Fig. 1: logic cells by family
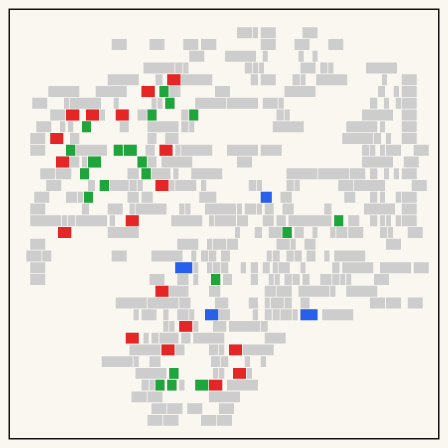
Fig. 2: met2 routing
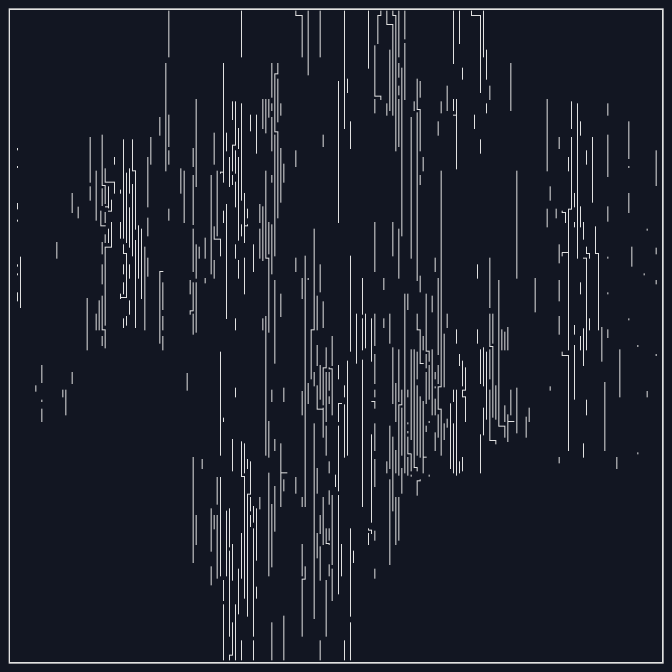
Fig. 3: signal wires by layer
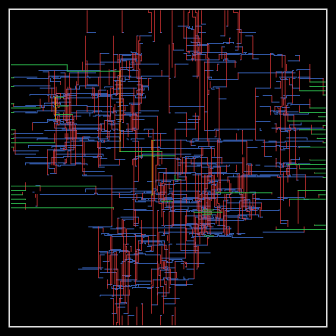
Fig. 4: placement density heat map
The die is cut into 10 by 10 equal tiles; white is low, dark blue is high, 0 to 100% covered.
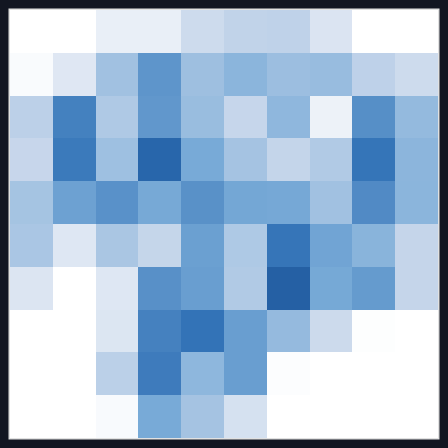
===== src/rtl/instructions.sv =====
// MC14500B instruction set, shared by the ICU and everything that drives it.
package instructions;

   typedef enum logic [3:0] {
      NOPO = 4'h0,
      LD   = 4'h1,
      LDC  = 4'h2,
      AND  = 4'h3,
      ANDC = 4'h4,
      OR   = 4'h5,
      ORC  = 4'h6,
      XNOR = 4'h7,
      STO  = 4'h8,
      STOC = 4'h9,
      IEN  = 4'hA,
      OEN  = 4'hB,
      JMP  = 4'hC,
      RTN  = 4'hD,
      SKZ  = 4'hE,
      NOPF = 4'hF
   } instruction_t;

endpackage


===== src/rtl/sequencer_pkg.sv =====
// Types and constants for the MC14500B run sequencer.
package sequencer_pkg;

   typedef enum logic [2:0] {
      S_IDLE,
      S_CLR,
      S_ACC,
      S_WR,
      S_READY,
      S_START,
      S_RUN,
      S_HALT
   } seq_state_t;

   localparam logic [1:0] ERR_NONE    = 2'd0;
   localparam logic [1:0] ERR_OVF     = 2'd1;
   localparam logic [1:0] ERR_TIMEOUT = 2'd2;
   localparam logic [1:0] ERR_ABORT   = 2'd3;

   // The ICU is considered finished when it fetches this opcode.
   localparam instructions::instruction_t HALT_OPCODE = instructions::NOPF;

   // ICU reset is held for two cycles before loading; the down-counter
   // starts at one and the last CLR cycle is the one that sees zero.
   localparam logic CLR_TMR_LOAD = 1'b1;

   // Quiescent states are the ones where the host may start a new action.
   function automatic logic is_busy(input seq_state_t s);
      return !(s inside {S_IDLE, S_READY, S_HALT});
   endfunction

   // The ICU is released from reset only while it is being written or run.
   function automatic logic icu_held(input seq_state_t s);
      return !(s inside {S_ACC, S_WR, S_RUN});
   endfunction

endpackage


===== src/rtl/mc14500b_sequencer.sv =====
// Loads a program image into the MC14500B ICU, restarts it, and supervises
// the run until a halt opcode, an abort or the cycle budget ends it.
//
// state | meaning
// ------+-------------------------------------------------------------
// IDLE  | no valid image, waiting for a load
// CLR   | ICU held in reset for two cycles ahead of a load
// ACC   | ready for the next program word
// WR    | write strobe to the ICU for the word just accepted
// READY | complete image resident, waiting for run_req or a new load
// START | one-cycle ICU reset so execution restarts at address 0
// RUN   | ICU executing, cycles counted, halt/timeout watched
// HALT  | run ended, ICU parked in reset, image retained
module mc14500b_sequencer
   import sequencer_pkg::*;
#(
   parameter int          MAX_WORDS  = 256,
   parameter logic [15:0] MAX_CYCLES = 16'd1000
) (
   input  logic                       clk,
   input  logic                       rst,
   input  logic                       ld_valid,
   output logic                       ld_ready,
   input  logic [11:0]                ld_data,
   input  logic                       ld_last,
   input  logic                       run_req,
   input  logic                       halt_req,
   output logic                       icu_rst,
   output logic                       icu_write,
   output logic [11:0]                icu_cmd,
   input  instructions::instruction_t icu_opcode,
   output logic                       busy,
   output logic                       loaded,
   output logic                       done,
   output logic [1:0]                 error,
   output logic [8:0]                 word_cnt,
   output logic [15:0]                cycle_cnt
);

   localparam logic [8:0]  WORD_LIMIT = 9'(MAX_WORDS);
   localparam logic [15:0] CYCLE_LAST = MAX_CYCLES - 16'd1;

   seq_state_t  state_q, state_d;
   logic        clr_tmr_q, clr_tmr_d;
   logic        last_q, last_d;
   logic [11:0] cmd_d;
   logic [8:0]  word_cnt_d;
   logic [15:0] cycle_cnt_d;
   logic        loaded_d, done_d;
   logic [1:0]  error_d;

   // Only combinational output; depends on registered state alone.
   assign ld_ready = (state_q == S_ACC);

   // Next-state and next-value decode for the FSM and its counters.
   always_comb begin
      state_d     = state_q;
      clr_tmr_d   = clr_tmr_q;
      last_d      = last_q;
      cmd_d       = icu_cmd;
      word_cnt_d  = word_cnt;
      cycle_cnt_d = cycle_cnt;
      loaded_d    = loaded;
      done_d      = done;
      error_d     = error;

      unique case (state_q)
         S_IDLE, S_READY, S_HALT: begin
            if (ld_valid) begin
               state_d    = S_CLR;
               clr_tmr_d  = CLR_TMR_LOAD;
               loaded_d   = 1'b0;
               error_d    = ERR_NONE;
               done_d     = 1'b0;
               word_cnt_d = '0;
            end else if (run_req && loaded) begin
               state_d     = S_START;
               done_d      = 1'b0;
               error_d     = ERR_NONE;
               cycle_cnt_d = '0;
            end
         end
         S_CLR: begin
            if (halt_req) begin
               state_d  = S_IDLE;
               error_d  = ERR_ABORT;
               loaded_d = 1'b0;
            end else if (clr_tmr_q == 1'b0) begin
               state_d = S_ACC;
            end else begin
               clr_tmr_d = clr_tmr_q - 1'b1;
            end
         end
         S_ACC: begin
            // An abort wins over a word offered in the same cycle; that word is dropped.
            if (halt_req) begin
               state_d  = S_IDLE;
               error_d  = ERR_ABORT;
               loaded_d = 1'b0;
            end else if (ld_valid) begin
               cmd_d      = ld_data;
               word_cnt_d = word_cnt + 9'd1;
               last_d     = ld_last;
               state_d    = S_WR;
            end
         end
         S_WR: begin
            // The strobe for this word is already on the pins and completes regardless.
            if (halt_req) begin
               state_d  = S_IDLE;
               error_d  = ERR_ABORT;
               loaded_d = 1'b0;
            end else if (last_q) begin
               state_d  = S_READY;
               loaded_d = 1'b1;
            end else if (word_cnt == WORD_LIMIT) begin
               state_d = S_IDLE;
               error_d = ERR_OVF;
            end else begin
               state_d = S_ACC;
            end
         end
         S_START: begin
            if (halt_req) begin
               state_d = S_HALT;
               error_d = ERR_ABORT;
               done_d  = 1'b0;
            end else begin
               state_d = S_RUN;
            end
         end
         S_RUN: begin
            cycle_cnt_d = cycle_cnt + 16'd1;
            if (halt_req) begin
               state_d = S_HALT;
               error_d = ERR_ABORT;
               done_d  = 1'b0;
            end else if (icu_opcode == HALT_OPCODE) begin
               state_d = S_HALT;
               done_d  = 1'b1;
            end else if (cycle_cnt == CYCLE_LAST) begin
               state_d = S_HALT;
               error_d = ERR_TIMEOUT;
            end
         end
         default: begin
            state_d = S_IDLE;
         end
      endcase
   end

   // State, counters and all status outputs, registered together.
   always_ff @(posedge clk) begin
      if (!rst) begin
         state_q   <= S_IDLE;
         clr_tmr_q <= 1'b0;
         last_q    <= 1'b0;
         icu_rst   <= 1'b1;
         icu_write <= 1'b0;
         icu_cmd   <= '0;
         busy      <= 1'b0;
         loaded    <= 1'b0;
         done      <= 1'b0;
         error     <= ERR_NONE;
         word_cnt  <= '0;
         cycle_cnt <= '0;
      end else begin
         state_q   <= state_d;
         clr_tmr_q <= clr_tmr_d;
         last_q    <= last_d;
         icu_rst   <= icu_held(state_d);
         icu_write <= (state_d == S_WR);
         icu_cmd   <= cmd_d;
         busy      <= is_busy(state_d);
         loaded    <= loaded_d;
         done      <= done_d;
         error     <= error_d;
         word_cnt  <= word_cnt_d;
         cycle_cnt <= cycle_cnt_d;
      end
   end

endmodule


===== config.mk =====
export PLATFORM = sky130hd
export DESIGN_NAME = mc14500b_sequencer
export DESIGN_NICKNAME = d
export VERILOG_FILES = /design/src/rtl/instructions.sv /design/src/rtl/sequencer_pkg.sv /design/src/rtl/mc14500b_sequencer.sv
export SDC_FILE = /design/constraint.sdc
export NUM_CORES = 1
export LEC_CHECK = 0
export CAP_MARGIN = 40
export CORE_MARGIN = 2
export CORE_UTILIZATION = 25
export CTS_BUF_LIST = sky130_fd_sc_hd__clkbuf_8 sky130_fd_sc_hd__clkbuf_16
export CTS_CLUSTER_DIAMETER = 80
export DETAILED_ROUTE_END_ITERATION = 10
export SYNTH_ARGS = -nofsm -noshare
export SYNTH_HDL_FRONTEND = slang
export SYNTH_SLANG_ARGS = --single-unit

===== constraint.sdc =====
create_clock -name clk -period 2.44 [get_ports clk]
set_input_delay 0.732 -clock clk [delete_from_list [all_inputs] [get_ports clk]]
set_output_delay 0.732 -clock clk [all_outputs]
set_load 0.005 [all_outputs]

==> run_results.csv <==
group,metric,value,unit
place,place_congestion,0.909,
synth,ys.flop_type,"dfxtp_1",
global_routing,antenna_found_initial,0,
synth,syn_inst,278,
critical_path,worst_r2r_endpoint,"error[1]",
critical_path,slowest_stage,"clkdlybuf4s50_1",
clocking,clock_latency,0.31,ns
place,io_buffers,66,
global_routing,grt_pass1_wl,10000,microns
drt,wl_met3,358,microns
global_routing,grt_pass1_vias,2155,
critical_path,crit_path_frequent_cell,"and3_1",
layout,final_area,3270,sq um
layout,largest_reg_flops,16,
power_and_ir_drop,cellLeakagePower,1.20,nW
synth,most_common_cell,"dfxtp_1",
final_timing,final-max-slew-violation-count,0,
drt,wl_per_cell,12.5,microns
synth,synth_flops,49,
layout,inverters,8,
clocking,cts-resized-gates,0,
place,place_area,3180,sq um
drt,vias_per_cell,4.71,
min_path,holdPathStages,2,
layout,top_regs,"cycle_cnt (16), icu_cmd (12), word_cnt (9)",
layout,n_all_buffers,88,
critical_path,critPathCapture,"cycle_cnt[5]",
synth,synth_chip_area,2260,sq um
synth,synth_stat.cells,278,
floorplanning,fp_util,25.8,%
layout,clock_buffers,5,
synth,syn-cell-area,2260,sq um
power_and_ir_drop,seq_power_share,53.9,%
power_and_ir_drop,pwr-share-clk,30.9,%
final_timing,tns,0,ns
synth,fp_nets,303,
clocking,tritoncts,"yes",
global_routing,use_met1,16.5,%
drt,firstDrtPassIters,4,
power_and_ir_drop,internal_power,0.00114,W
floorplanning,taps,108,
power_and_ir_drop,switchingPower,0.000402,W
layout,top_register,"cycle_cnt",
drt,top_layer,"met4",
critical_path,path_class,"in -> reg",
outcome,outcome,"finished, final reports clean",
global_routing,track_usage,12.2,%
clocking,hold_buffers,0,
synth,topCellsByArea,"dfxtp_1 43%, nand2_1 8.0%, nor2_1 5.5%",
critical_path,crit_buf_inv,2,
layout,comb_area,1190,sq um
place,dp_slack,-0.146,ns
layout,drive_above_1_share,9.94,%
run,tool_warnings,27,
final_timing,final-setup-viol-count,0,
layout,comb_cells,209,
synth,synth_area_per_cell,8.13,sq um
global_routing,top_usage_layer,"met2",
critical_path,r2r-start,"cycle_cnt[2]",
drt,drt-met1-wl,2780,microns
final_timing,setup_ws,0.170,ns
critical_path,cp-end-kind,"flop",
layout,final-seq-area,981,sq um
min_path,holdCritPathClass,"reg -> reg",
synth,edf_count,0,
## Picture notes: Fig. 1
colour	family	cells
blue	AND-OR and OR-AND gates	4
red	XOR/XNOR gates	18
green	AND and OR gates	21

## Picture notes: Fig. 2
main direction	vertical
share of all routed wire	46%
wire length on this layer	2670 microns
longest straight run	38.1 microns
nets with wire on the layer	312
met2 Use GR: 19.1%
Total Routed Length: 5860 microns
DR vias: 2215

## Picture notes: Fig. 3
colour	layer	wire length
blue	metal 1	2780 microns
orange	metal 4	49.0 microns
red	metal 2	2670 microns
green	metal 3	359 microns

## Picture notes: Fig. 4
nearly empty tiles	21%
emptiest ninth of the die	south-east
mean over tiles	32%
fullest tile	81%
fin util: 37.3%
core area: 8760 sq um

[logic make-up (layout without fill, tap and decap cells)]
logic type | count (synthesis) | in the layout | synth area share [%]
AND-OR/OR-AND | 56 | 56 | 15.7
AND/OR/NAND/NOR | 129 | 129 | 27.1
multiplexers | 3 | 3 | 1.38
flip-flops | 49 | 49 | 43.4
buffers and inverters | 20 | 104 | 3.76
XOR/XNOR | 18 | 18 | 6.97
adder cells (fa/ha/maj) | 3 | 3 | 1.66
[cell usage in the layout (no fill, tap or decap), types with 2 or more instances in the layout]
cell type        count
clkinvlp_4           2
nor2_1              33
xnor2_1              5
o21ai_1              2
nor4_1               2
and4_1               2
nor3_1               3
a21oi_1             24
and3_1               9
nand4_1              9
inv_1                9
buf_4               21
ha_1                 3
a31oi_1              2
and2_1               2
dfxtp_1             49
clkbuf_8             5
nand3_1              4
clkdlybuf4s50_1     66
xor2_1              13
nor2b_1              5
or3_1                5
o2111ai_1            2
nand2_1             48
o21ai_0             14
o221a_2              2
mux2i_1              2
[power by group through the flow]
stage / Sequential (W) / Clock [W] / Combinational (W)
2_1_floorplan: 0.000850 / 0 / 0.000108
3_3_place_gp: 0.000849 / 0 / 0.000232
3_5_place_dp: 0.000850 / 0 / 0.000233
4_1_cts: 0.000831 / 0.000503 / 0.000234
5_1_grt: 0.000833 / 0.000522 / 0.000259
6_report: 0.000831 / 0.000476 / 0.000233
[worst reg2reg max path, cell delays in order, from the launching register on]
cell	delay, ns
dfxtp_1	0.50
nor4b_1	0.28
nand4_1	0.20
o21ai_1	0.19
o2111ai_1	0.15
or3_1	0.38
a21oi_1	0.14
Power is estimated from default activity; no workload was simulated.
